**src/rtl/seg_scan_decoder_pkg.sv**
```systemverilog
// Shared seven-segment constants and anode helpers for the stopwatch display bus.
// Patterns are active low, {g,f,e,d,c,b,a}; an[3] is the leftmost (most significant) digit.
package seg_scan_decoder_pkg;

  localparam int unsigned SEG_W     = 7;
  localparam int unsigned AN_W      = 4;
  localparam int unsigned BCD_W     = 4;
  localparam int unsigned NUM_DIGITS = 4;

  localparam logic [SEG_W-1:0] SEG_0     = 7'h40;
  localparam logic [SEG_W-1:0] SEG_1     = 7'h79;
  localparam logic [SEG_W-1:0] SEG_2     = 7'h24;
  localparam logic [SEG_W-1:0] SEG_3     = 7'h30;
  localparam logic [SEG_W-1:0] SEG_4     = 7'h19;
  localparam logic [SEG_W-1:0] SEG_5     = 7'h12;
  localparam logic [SEG_W-1:0] SEG_6     = 7'h02;
  localparam logic [SEG_W-1:0] SEG_7     = 7'h78;
  localparam logic [SEG_W-1:0] SEG_8     = 7'h00;
  localparam logic [SEG_W-1:0] SEG_9     = 7'h10;
  localparam logic [SEG_W-1:0] SEG_BLANK = 7'h7F;

  localparam logic [BCD_W-1:0] DIGIT_ERR = 4'hF;

  typedef enum logic [1:0] {
    CLS_BLANK,
    CLS_ACTIVE,
    CLS_OVERLAP
  } an_class_e;

  function automatic an_class_e classify_an(input logic [AN_W-1:0] an);
    case ($countones(~an))
      0:       return CLS_BLANK;
      1:       return CLS_ACTIVE;
      default: return CLS_OVERLAP;
    endcase
  endfunction

  // Index of the low anode bit; only meaningful when classify_an() is CLS_ACTIVE.
  function automatic logic [1:0] active_idx(input logic [AN_W-1:0] an);
    logic [1:0] idx;
    idx = 2'd0;
    for (int i = 0; i < int'(AN_W); i++) begin
      if (!an[i]) idx = 2'(i);
    end
    return idx;
  endfunction

endpackage

```
**src/rtl/seg_scan_decoder_seg7.sv**
```systemverilog
// Combinational seven-segment to BCD decode; unknown patterns map to DIGIT_ERR.
module seg7_to_bcd
  import seg_scan_decoder_pkg::*;
(
  input  logic [6:0] seg,
  output logic [3:0] bcd_c,
  output logic       illegal_c
);

  always_comb begin
    bcd_c     = DIGIT_ERR;
    illegal_c = 1'b0;
    case (seg)
      SEG_0:   bcd_c = 4'd0;
      SEG_1:   bcd_c = 4'd1;
      SEG_2:   bcd_c = 4'd2;
      SEG_3:   bcd_c = 4'd3;
      SEG_4:   bcd_c = 4'd4;
      SEG_5:   bcd_c = 4'd5;
      SEG_6:   bcd_c = 4'd6;
      SEG_7:   bcd_c = 4'd7;
      SEG_8:   bcd_c = 4'd8;
      SEG_9:   bcd_c = 4'd9;
      default: illegal_c = 1'b1;
    endcase
  end

endmodule

```
**src/rtl/seg_scan_decoder.sv**
```systemverilog
// Watches a multiplexed seven-segment bus and rebuilds the four displayed digits as BCD,
// flagging illegal patterns, overlapping anodes and a stalled scan. SETTLE_CYCLES must be >= 2.
module seg_scan_decoder
  import seg_scan_decoder_pkg::*;
#(
  parameter int unsigned SYNC_STAGES   = 2,
  parameter int unsigned SETTLE_CYCLES = 4,
  parameter int unsigned STALE_CYCLES  = 4000000
) (
  input  logic        clk,
  input  logic        rst_n,
  input  logic [6:0]  seg,
  input  logic [3:0]  an,
  output logic [15:0] digits,
  output logic [3:0]  digit_err,
  output logic        frame_valid,
  output logic        frame_changed,
  output logic        overlap_err,
  output logic        stale
);

  localparam int unsigned BUS_W   = AN_W + SEG_W;
  localparam int unsigned CNT_W   = $clog2(SETTLE_CYCLES + 1);
  localparam int unsigned STALE_W = $clog2(STALE_CYCLES + 1);

  logic [BUS_W-1:0] bus_s;
  logic [AN_W-1:0]  an_s;
  logic [SEG_W-1:0] seg_s;

  generate
    if (SYNC_STAGES == 0) begin : g_bypass
      assign bus_s = {an, seg};
    end else begin : g_sync
      logic [BUS_W-1:0] sync_q [SYNC_STAGES];
      always_ff @(posedge clk or negedge rst_n) begin
        if (!rst_n) begin
          for (int i = 0; i < int'(SYNC_STAGES); i++) sync_q[i] <= '1;
        end else begin
          sync_q[0] <= {an, seg};
          for (int i = 1; i < int'(SYNC_STAGES); i++) sync_q[i] <= sync_q[i-1];
        end
      end
      assign bus_s = sync_q[SYNC_STAGES-1];
    end
  endgenerate

  assign an_s  = bus_s[BUS_W-1:SEG_W];
  assign seg_s = bus_s[SEG_W-1:0];

  logic [BUS_W-1:0]   prev_q;
  logic [CNT_W-1:0]   settle_q, settle_d;
  logic [STALE_W-1:0] stale_cnt_q, stale_cnt_d;
  logic [15:0]        slot_q, slot_d;
  logic [3:0]         slot_err_q, slot_err_d;
  logic [3:0]         mask_q, mask_d;
  logic               seen_q, seen_d;
  logic [15:0]        digits_q, digits_d;
  logic [3:0]         digit_err_q, digit_err_d;
  logic               frame_valid_q, frame_valid_d;
  logic               frame_changed_q, frame_changed_d;
  logic               overlap_q, overlap_d;
  logic               stale_q, stale_d;

  an_class_e  an_cls_c;
  logic [1:0] idx_c;
  logic       same_c;
  logic       capture_c;
  logic       done_c;
  logic [3:0] bcd_c;
  logic       illegal_c;

  assign an_cls_c  = classify_an(an_s);
  assign idx_c     = active_idx(an_s);
  assign same_c    = (bus_s == prev_q);
  assign capture_c = (an_cls_c == CLS_ACTIVE) && same_c && (settle_q == CNT_W'(SETTLE_CYCLES - 2));
  assign done_c    = (mask_q == 4'hF);

  seg7_to_bcd u_seg7 (
    .seg       (seg_s),
    .bcd_c     (bcd_c),
    .illegal_c (illegal_c)
  );

  always_comb begin
    settle_d        = '0;
    stale_cnt_d     = stale_cnt_q;
    slot_d          = slot_q;
    slot_err_d      = slot_err_q;
    mask_d          = mask_q;
    seen_d          = seen_q;
    digits_d        = digits_q;
    digit_err_d     = digit_err_q;
    frame_valid_d   = 1'b0;
    frame_changed_d = 1'b0;
    overlap_d       = overlap_q;

    if (an_cls_c == CLS_ACTIVE && same_c) begin
      settle_d = (settle_q == CNT_W'(SETTLE_CYCLES)) ? settle_q : settle_q + CNT_W'(1);
    end

    if (done_c) begin
      digits_d        = slot_q;
      digit_err_d     = slot_err_q;
      frame_valid_d   = 1'b1;
      frame_changed_d = seen_q && (slot_q != digits_q);
      seen_d          = 1'b1;
      mask_d          = 4'h0;
      overlap_d       = 1'b0;
      stale_cnt_d     = '0;
    end else if (stale_cnt_q != STALE_W'(STALE_CYCLES)) begin
      stale_cnt_d = stale_cnt_q + STALE_W'(1);
    end

    // A capture landing on the completion cycle starts the next frame's mask.
    if (capture_c) begin
      slot_d[{idx_c, 2'b00} +: 4] = bcd_c;
      slot_err_d[idx_c]           = illegal_c;
      mask_d[idx_c]               = 1'b1;
    end

    if (an_cls_c == CLS_OVERLAP) overlap_d = 1'b1;

    stale_d = (stale_cnt_d == STALE_W'(STALE_CYCLES));
  end

  always_ff @(posedge clk or negedge rst_n) begin
    if (!rst_n) begin
      prev_q          <= '1;
      settle_q        <= '0;
      stale_cnt_q     <= '0;
      slot_q          <= '0;
      slot_err_q      <= '0;
      mask_q          <= '0;
      seen_q          <= 1'b0;
      digits_q        <= '0;
      digit_err_q     <= '0;
      frame_valid_q   <= 1'b0;
      frame_changed_q <= 1'b0;
      overlap_q       <= 1'b0;
      stale_q         <= 1'b0;
    end else begin
      prev_q          <= bus_s;
      settle_q        <= settle_d;
      stale_cnt_q     <= stale_cnt_d;
      slot_q          <= slot_d;
      slot_err_q      <= slot_err_d;
      mask_q          <= mask_d;
      seen_q          <= seen_d;
      digits_q        <= digits_d;
      digit_err_q     <= digit_err_d;
      frame_valid_q   <= frame_valid_d;
      frame_changed_q <= frame_changed_d;
      overlap_q       <= overlap_d;
      stale_q         <= stale_d;
    end
  end

  assign digits        = digits_q;
  assign digit_err     = digit_err_q;
  assign frame_valid   = frame_valid_q;
  assign frame_changed = frame_changed_q;
  assign overlap_err   = overlap_q;
  assign stale         = stale_q;

endmodule
```
**config.mk**
```make
export PLATFORM = sky130hd
export DESIGN_NAME = seg_scan_decoder
export DESIGN_NICKNAME = d
export VERILOG_FILES = /design/src/rtl/seg_scan_decoder_pkg.sv /design/src/rtl/seg_scan_decoder_seg7.sv /design/src/rtl/seg_scan_decoder.sv
export SDC_FILE = /design/constraint.sdc
export NUM_CORES = 1
export LEC_CHECK = 0
export CAP_MARGIN = 20
export CORE_UTILIZATION = 58
export CTS_CLUSTER_SIZE = 24
export DETAILED_ROUTE_END_ITERATION = 10
export PLACE_DENSITY = 0.8
export SKIP_LAST_GASP = 1
export SYNTH_ARGS = -nofsm -noshare
export SYNTH_HDL_FRONTEND = slang
export SYNTH_HIERARCHICAL = 1
export SYNTH_SLANG_ARGS = --single-unit
```
**constraint.sdc**
```tcl
create_clock -name clk -period 3.4 [get_ports clk]
set_clock_uncertainty 0.1 [all_clocks]
set_input_delay 0.68 -clock clk [delete_from_list [all_inputs] [get_ports clk]]
set_output_delay 0.68 -clock clk [all_outputs]
set_load 0.005 [all_outputs]
```
==> images/power_grid.png <==
Bar = 20 um. Pins as bars on the die edge. Tap cells in grey.
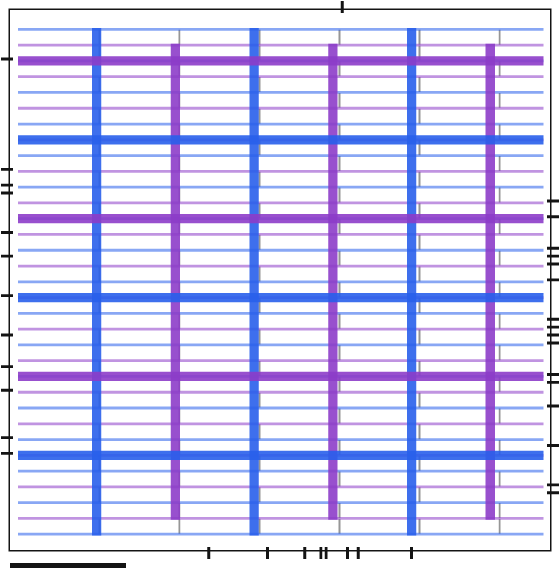
[VSS] blue
[VDD] purple
met1 rails: 33
rows: 32
signal pins: 37
met5 straps: 6
met4 straps: 6
Die H: 93.1 um
core box area: 7890 um^2

==> qor.tcl <==
set qor(postRouteWirelength_mm) 8.52
set qor(diodes) 0
set qor(p_clk_uw) 783
set qor(clockNetworkAreaShare_pct) 3.81
set qor(worst_case_setup_margin_in_the_final_layout_ps) 194
set qor(setup.worst_path.end) {slot_err_q[3]}
set qor(logic_gates) 296
set qor(critical_path_arrival_ps) 3360
set qor(finish.cell_count_without_fillers) 573
set qor(area_leaders) {dfrtp_1 (38%), dfstp_2 (18%), nand2_1 (6.2%)}
set qor(report.final.hold_viol_count) 0
set qor(r2r.worst_path.cells) 8
set qor(synth-main-ff-cell) {dfrtp_1}
set qor(groute.layer.met2.usage_pct) 34.5
set qor(met3_wirelength_um) 295
set qor(globalRouteOverflowTotal) 0
set qor(synthAdderAreaFrac_pct) 2.24
set qor(netlist_top_cells_count) {nand2_1 (80), dfrtp_1 (74), nor2_1 (36)}
set qor(synthesis.area_um2) 4810
set qor(sh_comb_area_pct) 36.1
set qor(crit_path_start) {bus_s[8]}
set qor(worst-setup-path-type) {reg -> reg}
set qor(flop_area_um2) 2720
set qor(core_util_floorplan_pct) 61.0
set qor(run_status) {finished clean}
set qor(nFillCells) 548
set qor(timing.critical_path.buf_inv) 1
set qor(sequential_cell_count) 107
set qor(ctsResizeCount) 0
set qor(clock_sinks) 107
set qor(synthDominantAreaCellType) {dfrtp_1}
set qor(clock_buffers) 14
set qor(combGateArea_um2) 1980
set qor(final_tally_of_setup_violations) 0
set qor(dominant_cell_by_count_in_the_synthesized_netlist) {nand2_1}
set qor(r2r_setup_slack_ps) 190
set qor(seq_power_share_pct) 60.5
set qor(total_power_uw) 2190
set qor(design.die.area_um2) 8670
set qor(cts_hold_buffers) 0
set qor(worst_slew_margin_rel_pct) 40.1
set qor(combinationalPower_uw) 81.9
set qor(layout.cells.most_common) {nand2_1}
set qor(power_leader) {registers}
set qor(postSynthCellCount) 431
set qor(gr-max-usage-layer) {met2}
set qor(cts.htree.levels) 3
set qor(grt_pass1_vias) 3075
set qor(synthesis.yosys.warnings) 6
set qor(area_growth_pct) 13.9
set qor(tapCellCount) 102
set qor(non_clock_buffer_area_fraction_pct) 7.30
set qor(fmax_mhz) 312
set qor(mux_share_pct) 6.52
set qor(path_clk_slew_ps) 100
set qor(critical_path_cell_count) 8
set qor(fin_worst_hold_slack_ps) 184
set qor(cts_inserted_buffers) 9
set qor(synth.yosys.num_cells) 431
set qor(chip_area_estimate_from_yosys_synthesis_um2) 4810
set qor(met1_length_mm) 4.02
set qor(postPlaceCellArea_um2) 5270
set qor(dr.pass1.iters) 4
set qor(post_synth.cell_area_avg_um2) 11.2
set qor(final_min_period_ps) 3210
set qor(clock_latency_ps) 360
set qor(share_comb_of_total_power_pct) 3.7
set qor(final_net_count) 487
set qor(clock-root-buffer) {clkbuf_8}
set qor(cap_viol_max_count) 0
set qor(place.detailed.hpwl_mm) 6.07
set qor(synth_xor_xnor_area_share_pct) 9.28
set qor(drive_gt1_share_pct) 17.8
set qor(async_reset_ff_share_pct) 100
set qor(met3_track_demand_over_resource_pct) 5.37
set qor(min_period_over_period_pct) 94.3
set qor(layout_top_cells_excl_fill_tap) {nand2_1 (80), dfrtp_1 (74), nor2_1 (36)}
set qor(gpl.final_weighted_congestion) 0.822
set qor(vdd.ir_drop.worst_mv) 0.324
set qor(remaining_drc_errors) 0
set qor(slew_violations) 0
set qor(post-route-util_pct) 69.5
set qor(synth-edff-count) 0
set qor(critPathMaxStageDelay_ps) 650
set qor(synth_unique_cells) 56
set qor(sequentialPower_uw) 1330
set qor(totalNegativeSetupSlack_ps) 0
set qor(post_cts_setup_buffers) 0
set qor(warning_count) 29
set qor(holdCritPathClass) {in -> async}
set qor(dpl_worst_slack_ps) 72.2
set qor(cpMostUsedCell) {ha_1}
set qor(largest_reg_flops) 22
set qor(pwr_density_cell_nw_per_um2) 400
set qor(top_layer) {met4}
set qor(rsz0062_at_grt) {false}
set qor(cp_data_required_time_ps) 3550
==> images/placement_by_type.png <==
Bar = 20 um.
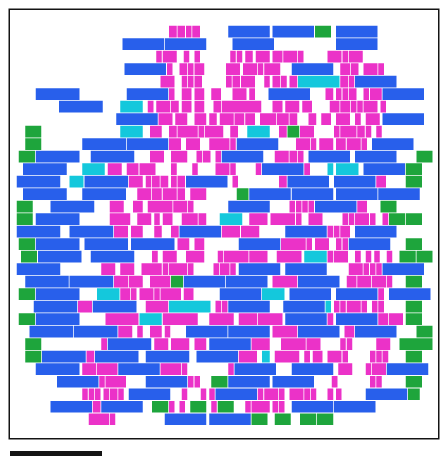
[other buffers and delay cells] green | cells: 40 | share of their area: 7.5%
[clock drivers and dummy loads] cyan | cells: 16 | share of their area: 3.9%
[combinational and other logic] magenta | cells: 308 | share of their area: 38%
[flops] blue | cells: 107 | share of their area: 51%
Seq/total area: 49.6%
Core Rows: 32
final std cell area, no fill: 5480 um^2

